[src/rtl/serial_pkg.sv]
// -----------------------------------------------------------------------------
// serial_pkg
// Shared definitions for the serial link: the receiver state encoding, the
// default word width and the even-parity helper also used by the transmitter.
// -----------------------------------------------------------------------------
package serial_pkg;

  // Receiver frame states.
  typedef enum logic [1:0] {
    IDLE   = 2'd0,
    SHIFT  = 2'd1,
    PARITY = 2'd2,
    DRAIN  = 2'd3
  } rx_state_e;

  localparam int SERIAL_WIDTH_DEFAULT = 32;

  // Even parity bit for a word: the bit that makes the total count of ones
  // even. Callers zero-extend narrower words to 64 bits.
  function automatic logic even_parity(input logic [63:0] data);
    return ^data;
  endfunction

endpackage

[src/rtl/serial_rx_holdreg.sv]
// -----------------------------------------------------------------------------
// serial_rx_holdreg
// One-entry holding register between the deserialiser and the consumer.
// A completed word is accepted when the register is empty or is being acked in
// the same cycle; otherwise it is dropped and an overrun pulse is raised.
//
// Ports:
//   clk, reset   : clock, asynchronous active-high reset
//   load         : a completed word is offered this cycle
//   load_data    : the completed word
//   ack          : consumer accepts the current word
//   data_out     : held word (keeps its value until replaced)
//   valid        : register full
//   done         : one-cycle pulse, word accepted
//   overrun      : one-cycle pulse, word dropped
//   accept       : combinational, the offered word is taken this cycle
// -----------------------------------------------------------------------------
module serial_rx_holdreg
  import serial_pkg::*;
#(
  parameter int width = SERIAL_WIDTH_DEFAULT
) (
  input  logic             clk,
  input  logic             reset,
  input  logic             load,
  input  logic [width-1:0] load_data,
  input  logic             ack,
  output logic [width-1:0] data_out,
  output logic             valid,
  output logic             done,
  output logic             overrun,
  output logic             accept
);

  logic [width-1:0] data_q, data_d;
  logic             valid_q, valid_d;
  logic             done_q, done_d;
  logic             overrun_q, overrun_d;
  logic             accept_s;

  // Load / ack / overrun decision; ack has priority so back-to-back words
  // never overrun when the consumer keeps up.
  always_comb begin
    data_d    = data_q;
    valid_d   = valid_q;
    done_d    = 1'b0;
    overrun_d = 1'b0;
    accept_s  = load & (~valid_q | ack);
    if (accept_s) begin
      data_d  = load_data;
      valid_d = 1'b1;
      done_d  = 1'b1;
    end else if (load) begin
      overrun_d = 1'b1;
    end else if (ack) begin
      valid_d = 1'b0;
    end else begin
      valid_d = valid_q;
    end
  end

  // Holding register state and pulse flops.
  always_ff @(posedge clk or posedge reset) begin
    if (reset) begin
      data_q    <= '0;
      valid_q   <= 1'b0;
      done_q    <= 1'b0;
      overrun_q <= 1'b0;
    end else begin
      data_q    <= data_d;
      valid_q   <= valid_d;
      done_q    <= done_d;
      overrun_q <= overrun_d;
    end
  end

  assign data_out = data_q;
  assign valid    = valid_q;
  assign done     = done_q;
  assign overrun  = overrun_q;
  assign accept   = accept_s;

endmodule

[src/rtl/serial_receiver.sv]
// -----------------------------------------------------------------------------
// serial_receiver
// Deserialises an MSB-first bit stream framed by rxEn into a width-bit word and
// hands it to the consumer through a one-entry holding register.
//
// Optional feature: define SERIAL_RX_PARITY_EN to expect one extra even-parity
// bit after the data; without it the frame is width bits and parityErr is 0.
//
// Ports:
//   clk, reset : clock, asynchronous active-high reset
//   din        : serial data, MSB first, one bit per clk while rxEn=1
//   rxEn       : frame enable, high for the bits of one frame
//   dataAck    : consumer accepts dataOut
//   dataOut    : last completed word
//   dataValid  : holding register full
//   rxBusy     : frame reception in progress
//   rxDone     : pulse, good frame completed and loaded
//   overrun    : pulse, completed word dropped (register still full)
//   frameErr   : pulse, rxEn fell mid-frame
//   parityErr  : pulse with rxDone when the parity bit mismatches
// -----------------------------------------------------------------------------
module serial_receiver
  import serial_pkg::*;
#(
  parameter int width = SERIAL_WIDTH_DEFAULT
) (
  input  logic             clk,
  input  logic             reset,
  input  logic             din,
  input  logic             rxEn,
  input  logic             dataAck,
  output logic [width-1:0] dataOut,
  output logic             dataValid,
  output logic             rxBusy,
  output logic             rxDone,
  output logic             overrun,
  output logic             frameErr,
  output logic             parityErr
);

  localparam int CNT_W = $clog2(width + 1);

  rx_state_e        state_q, state_d;
  logic [CNT_W-1:0] cnt_q, cnt_d;
  logic [width-1:0] shreg_q, shreg_d;
  logic             frame_err_q, frame_err_d;
  logic             parity_err_q, parity_err_d;
  logic             rx_busy_q, rx_busy_d;

  logic             complete_s;
  logic [width-1:0] complete_word_s;
  logic             parity_bad_s;
  logic             accept_s;

  // Frame FSM: bit capture, completion and abort detection.
  always_comb begin
    state_d         = state_q;
    cnt_d           = cnt_q;
    shreg_d         = shreg_q;
    frame_err_d     = 1'b0;
    complete_s      = 1'b0;
    complete_word_s = shreg_q;
    parity_bad_s    = 1'b0;
    case (state_q)
      IDLE: begin
        if (rxEn) begin
          // First bit arrives in the same cycle rxEn rises. Shifting left
          // each later cycle walks it up to bit width-1 by frame end.
          shreg_d = {{(width-1){1'b0}}, din};
          cnt_d   = CNT_W'(1);
          state_d = SHIFT;
        end else begin
          cnt_d   = CNT_W'(0);
          state_d = IDLE;
        end
      end
      SHIFT: begin
        if (rxEn) begin
          shreg_d = {shreg_q[width-2:0], din};
          cnt_d   = cnt_q + CNT_W'(1);
          if (cnt_q == CNT_W'(width - 1)) begin
`ifdef SERIAL_RX_PARITY_EN
            state_d = PARITY;
`else
            complete_s      = 1'b1;
            complete_word_s = {shreg_q[width-2:0], din};
            state_d         = DRAIN;
`endif
          end else begin
            state_d = SHIFT;
          end
        end else begin
          frame_err_d = 1'b1;
          shreg_d     = '0;
          cnt_d       = CNT_W'(0);
          state_d     = IDLE;
        end
      end
      PARITY: begin
`ifdef SERIAL_RX_PARITY_EN
        if (rxEn) begin
          complete_s      = 1'b1;
          complete_word_s = shreg_q;
          parity_bad_s    = even_parity({{(64-width){1'b0}}, shreg_q}) ^ din;
          state_d         = DRAIN;
        end else begin
          frame_err_d = 1'b1;
          shreg_d     = '0;
          cnt_d       = CNT_W'(0);
          state_d     = IDLE;
        end
`else
        // Unreachable without the parity feature; recover to IDLE.
        cnt_d   = CNT_W'(0);
        state_d = IDLE;
`endif
      end
      DRAIN: begin
        // Bits beyond the frame are dropped until the link goes quiet.
        if (!rxEn) begin
          cnt_d   = CNT_W'(0);
          state_d = IDLE;
        end else begin
          state_d = DRAIN;
        end
      end
      default: begin
        cnt_d   = CNT_W'(0);
        shreg_d = '0;
        state_d = IDLE;
      end
    endcase
    rx_busy_d = (state_d == SHIFT) || (state_d == PARITY);
    // A parity error is only reported for a word that is actually loaded.
    parity_err_d = parity_bad_s & accept_s;
  end

  // FSM state, counter, shift register and status pulses.
  always_ff @(posedge clk or posedge reset) begin
    if (reset) begin
      state_q      <= IDLE;
      cnt_q        <= '0;
      shreg_q      <= '0;
      frame_err_q  <= 1'b0;
      parity_err_q <= 1'b0;
      rx_busy_q    <= 1'b0;
    end else begin
      state_q      <= state_d;
      cnt_q        <= cnt_d;
      shreg_q      <= shreg_d;
      frame_err_q  <= frame_err_d;
      parity_err_q <= parity_err_d;
      rx_busy_q    <= rx_busy_d;
    end
  end

  serial_rx_holdreg #(
    .width(width)
  ) u_holdreg (
    .clk      (clk),
    .reset    (reset),
    .load     (complete_s),
    .load_data(complete_word_s),
    .ack      (dataAck),
    .data_out (dataOut),
    .valid    (dataValid),
    .done     (rxDone),
    .overrun  (overrun),
    .accept   (accept_s)
  );

  assign rxBusy    = rx_busy_q;
  assign frameErr  = frame_err_q;
  assign parityErr = parity_err_q;

endmodule

[config.mk]
export PLATFORM = sky130hd
export DESIGN_NAME = serial_receiver
export DESIGN_NICKNAME = d
export VERILOG_FILES = /design/src/rtl/serial_pkg.sv /design/src/rtl/serial_rx_holdreg.sv /design/src/rtl/serial_receiver.sv
export SDC_FILE = /design/constraint.sdc
export NUM_CORES = 1
export LEC_CHECK = 0
export CORE_ASPECT_RATIO = 0.6
export CORE_MARGIN = 2
export CORE_UTILIZATION = 48
export DETAILED_ROUTE_END_ITERATION = 6
export GPL_TIMING_DRIVEN = 0
export PLACE_DENSITY_LB_ADDON = 0.15
export SLEW_MARGIN = 0
export SYNTH_ARGS = -nofsm -noshare
export SYNTH_HDL_FRONTEND = slang
export SYNTH_SLANG_ARGS = --single-unit
[constraint.sdc]
create_clock -name clk -period 2.4 [get_ports clk]
set_input_delay 0.6 -clock clk [delete_from_list [all_inputs] [get_ports clk]]
set_output_delay 0.6 -clock clk [all_outputs]
set_load 0.02 [all_outputs]
**Run 1: M1 wires**

Supply wires on this layer in grey.
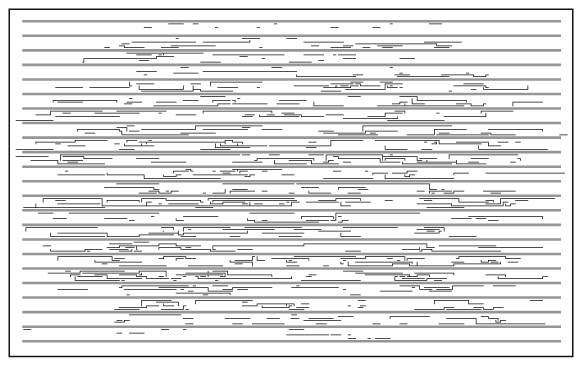
- wire length on this layer: 2780 µm
- longest straight run: 35.4 µm
- share of all routed wire: 56%
- main direction: horizontal
- nets with wire on the layer: 220

**Run 1: metal 2**

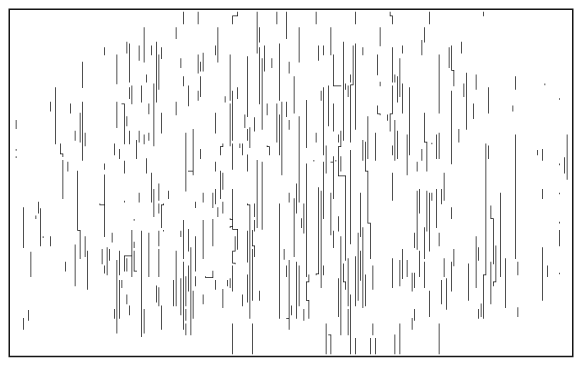
- wire length on this layer: 1920 µm
- nets with wire on the layer: 218
- main direction: vertical
- share of all routed wire: 39%
- longest straight run: 24.5 µm

==> ci_impl_report.md, run 1 <==
## Implementation flow summary

| Metric | Value |
|---|---|
| Status | completed |
| Synth Area in XOR/XNOR | 0.892% |
| WL/cell | 14.9 µm |
| Clock root buffer | clkbuf_8 |
| Number of diodes | 0 |
| Clk buf depth | 2 |
| Logic share of the area | 25.6% |
| Top cells by count | dfrtp_1, a22o_1, mux2_4 |
| Clock-cell share of area | 6.15% |
| Reg power frac | 51.6% |
| Final Cell Area | 0.00374 mm² |
| DRC viols | 0 |
| Post-Syn Instances | 192 |
| DR vias/cell | 5.00 |
| Fmax | 0.432 GHz |
| Rel. slew slack | 65.2% |
| Comb area leader | multiplexers |
| Largest cells by area | dfrtp_1, mux2_4, a22o_1 |
| Setup violators final | 0 |
| Initial Util | 48.8% |
| Die H | 64.7 µm |
| Logic area | 956 µm² |
| Number of cells in Yosys stat | 192 |
| Antenna viol nets, final | 0 |
| Global-route wire length before repair | 8.42 mm |
| Worst-path clk slew | 0.07 ns |
| Fin util | 62.1% |
| Total chip power | 2510 µW |
| CP peak stage delay | 0.62 ns |
| Hold worst-path end | u_holdreg.data_out[10] |
| Pin count of the biggest net entering global routing | 34 |
| CP endpoint kind | flip-flop |
| Reg2Reg Setup Slack | 0.41 ns |
| CTS Buf Count | 9 |
| Cell Area, Synth | 0.00294 mm² |
| Routed met2 length | 1.92 mm |
| Io pins | 43 |
| Area Overhead vs Synth | 27.1% |
| EDFF count, synth | 0 |
| TAP cells | 84 |
| Yosys warns | 0 |
| Worst R2R End | u_holdreg.data_out[5] |
| Largest area contributor in the netlist | dfrtp_1 |
| Max-cap check violation count | 0 |
| Chip area | 0.00680 mm² |
| HPWL Detailed | 3.36 mm |
| Synth Flop Type | dfrtp_1 |
**Run 1: metal 3**

Scale bar: 20 µm.
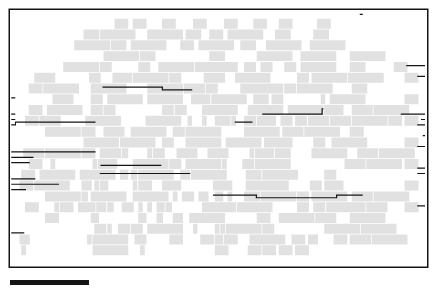
- main direction: horizontal
- wire length on this layer: 219 µm
- longest straight run: 22.5 µm
DR vias: 1669
WL final: 4.98 mm

==> inputs of run 2 (changes only) <==
Settings changed: CORE_ASPECT_RATIO 0.6 to not set.
**Run 2: metal 2**

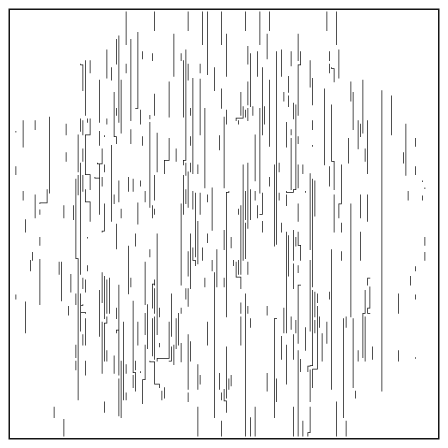
- main direction: vertical
- nets with wire on the layer: 221
- longest straight run: 57.8 µm
- wire length on this layer: 2190 µm
- share of all routed wire: 45%
met2 Use GR: 22.3%
WL final: 4.91 mm
DR vias: 1701

==> run 2 against run 1 <==
Cell area shrank 2.3%. Worst hold slack gained 0.0035 ns. First-iteration DRC count grew 71%. Register-to-register slack gained 0.13 ns. Largest power group unchanged. Maximum frequency grew 6.6%. Via count grew 1.9%. Synthesized cell count is the same. Power shrank 12%. Global-route usage shrank 0.12 points. Utilization shrank 0.31 points. Sequential power is essentially flat.
==> ci_impl_report.md, run 2 <==
## Implementation flow summary

| Metric | Value |
|---|---|
| Final Cell Area | 0.00366 mm² (-2.3%) |
| EDFF count, synth | 0 (unchanged) |
| Die H | 82.3 µm (+27%) |
| Fmax | 0.460 GHz (+6.6%) |
| Chip area | 0.00678 mm² (-0.31%) |
| DRC viols | 0 (unchanged) |
| TAP cells | 75 (-11%) |
| CP peak stage delay | 0.60 ns (-0.02 ns) |
| Clk buf depth | 2 (unchanged) |
| Synth Area in XOR/XNOR | 0.892% (unchanged) |
| Yosys warns | 0 (unchanged) |
| Comb area leader | multiplexers |
| Clock root buffer | clkbuf_8 |
| Routed met2 length | 2.19 mm (+14%) |
| Worst R2R End | u_holdreg.data_out[12] |
| CTS Buf Count | 9 (unchanged) |
| DR vias/cell | 5.20 (+4.1%) |
| Area Overhead vs Synth | 24.2% |
| Reg2Reg Setup Slack | 0.54 ns (+0.13 ns) |
| Io pins | 43 (unchanged) |
| Setup violators final | 0 (unchanged) |
| Global-route wire length before repair | 8.11 mm (-3.7%) |
| Pin count of the biggest net entering global routing | 44 (+29%) |
| Logic share of the area | 26.1% (+0.59 points) |
| Max-cap check violation count | 0 (unchanged) |
| Cell Area, Synth | 0.00294 mm² (unchanged) |
| HPWL Detailed | 3.26 mm (-3.0%) |
| Status | completed |
| Antenna viol nets, final | 0 (unchanged) |
| Hold worst-path end | u_holdreg.data_out[10] |
Power and IR drop assume default switching activity.
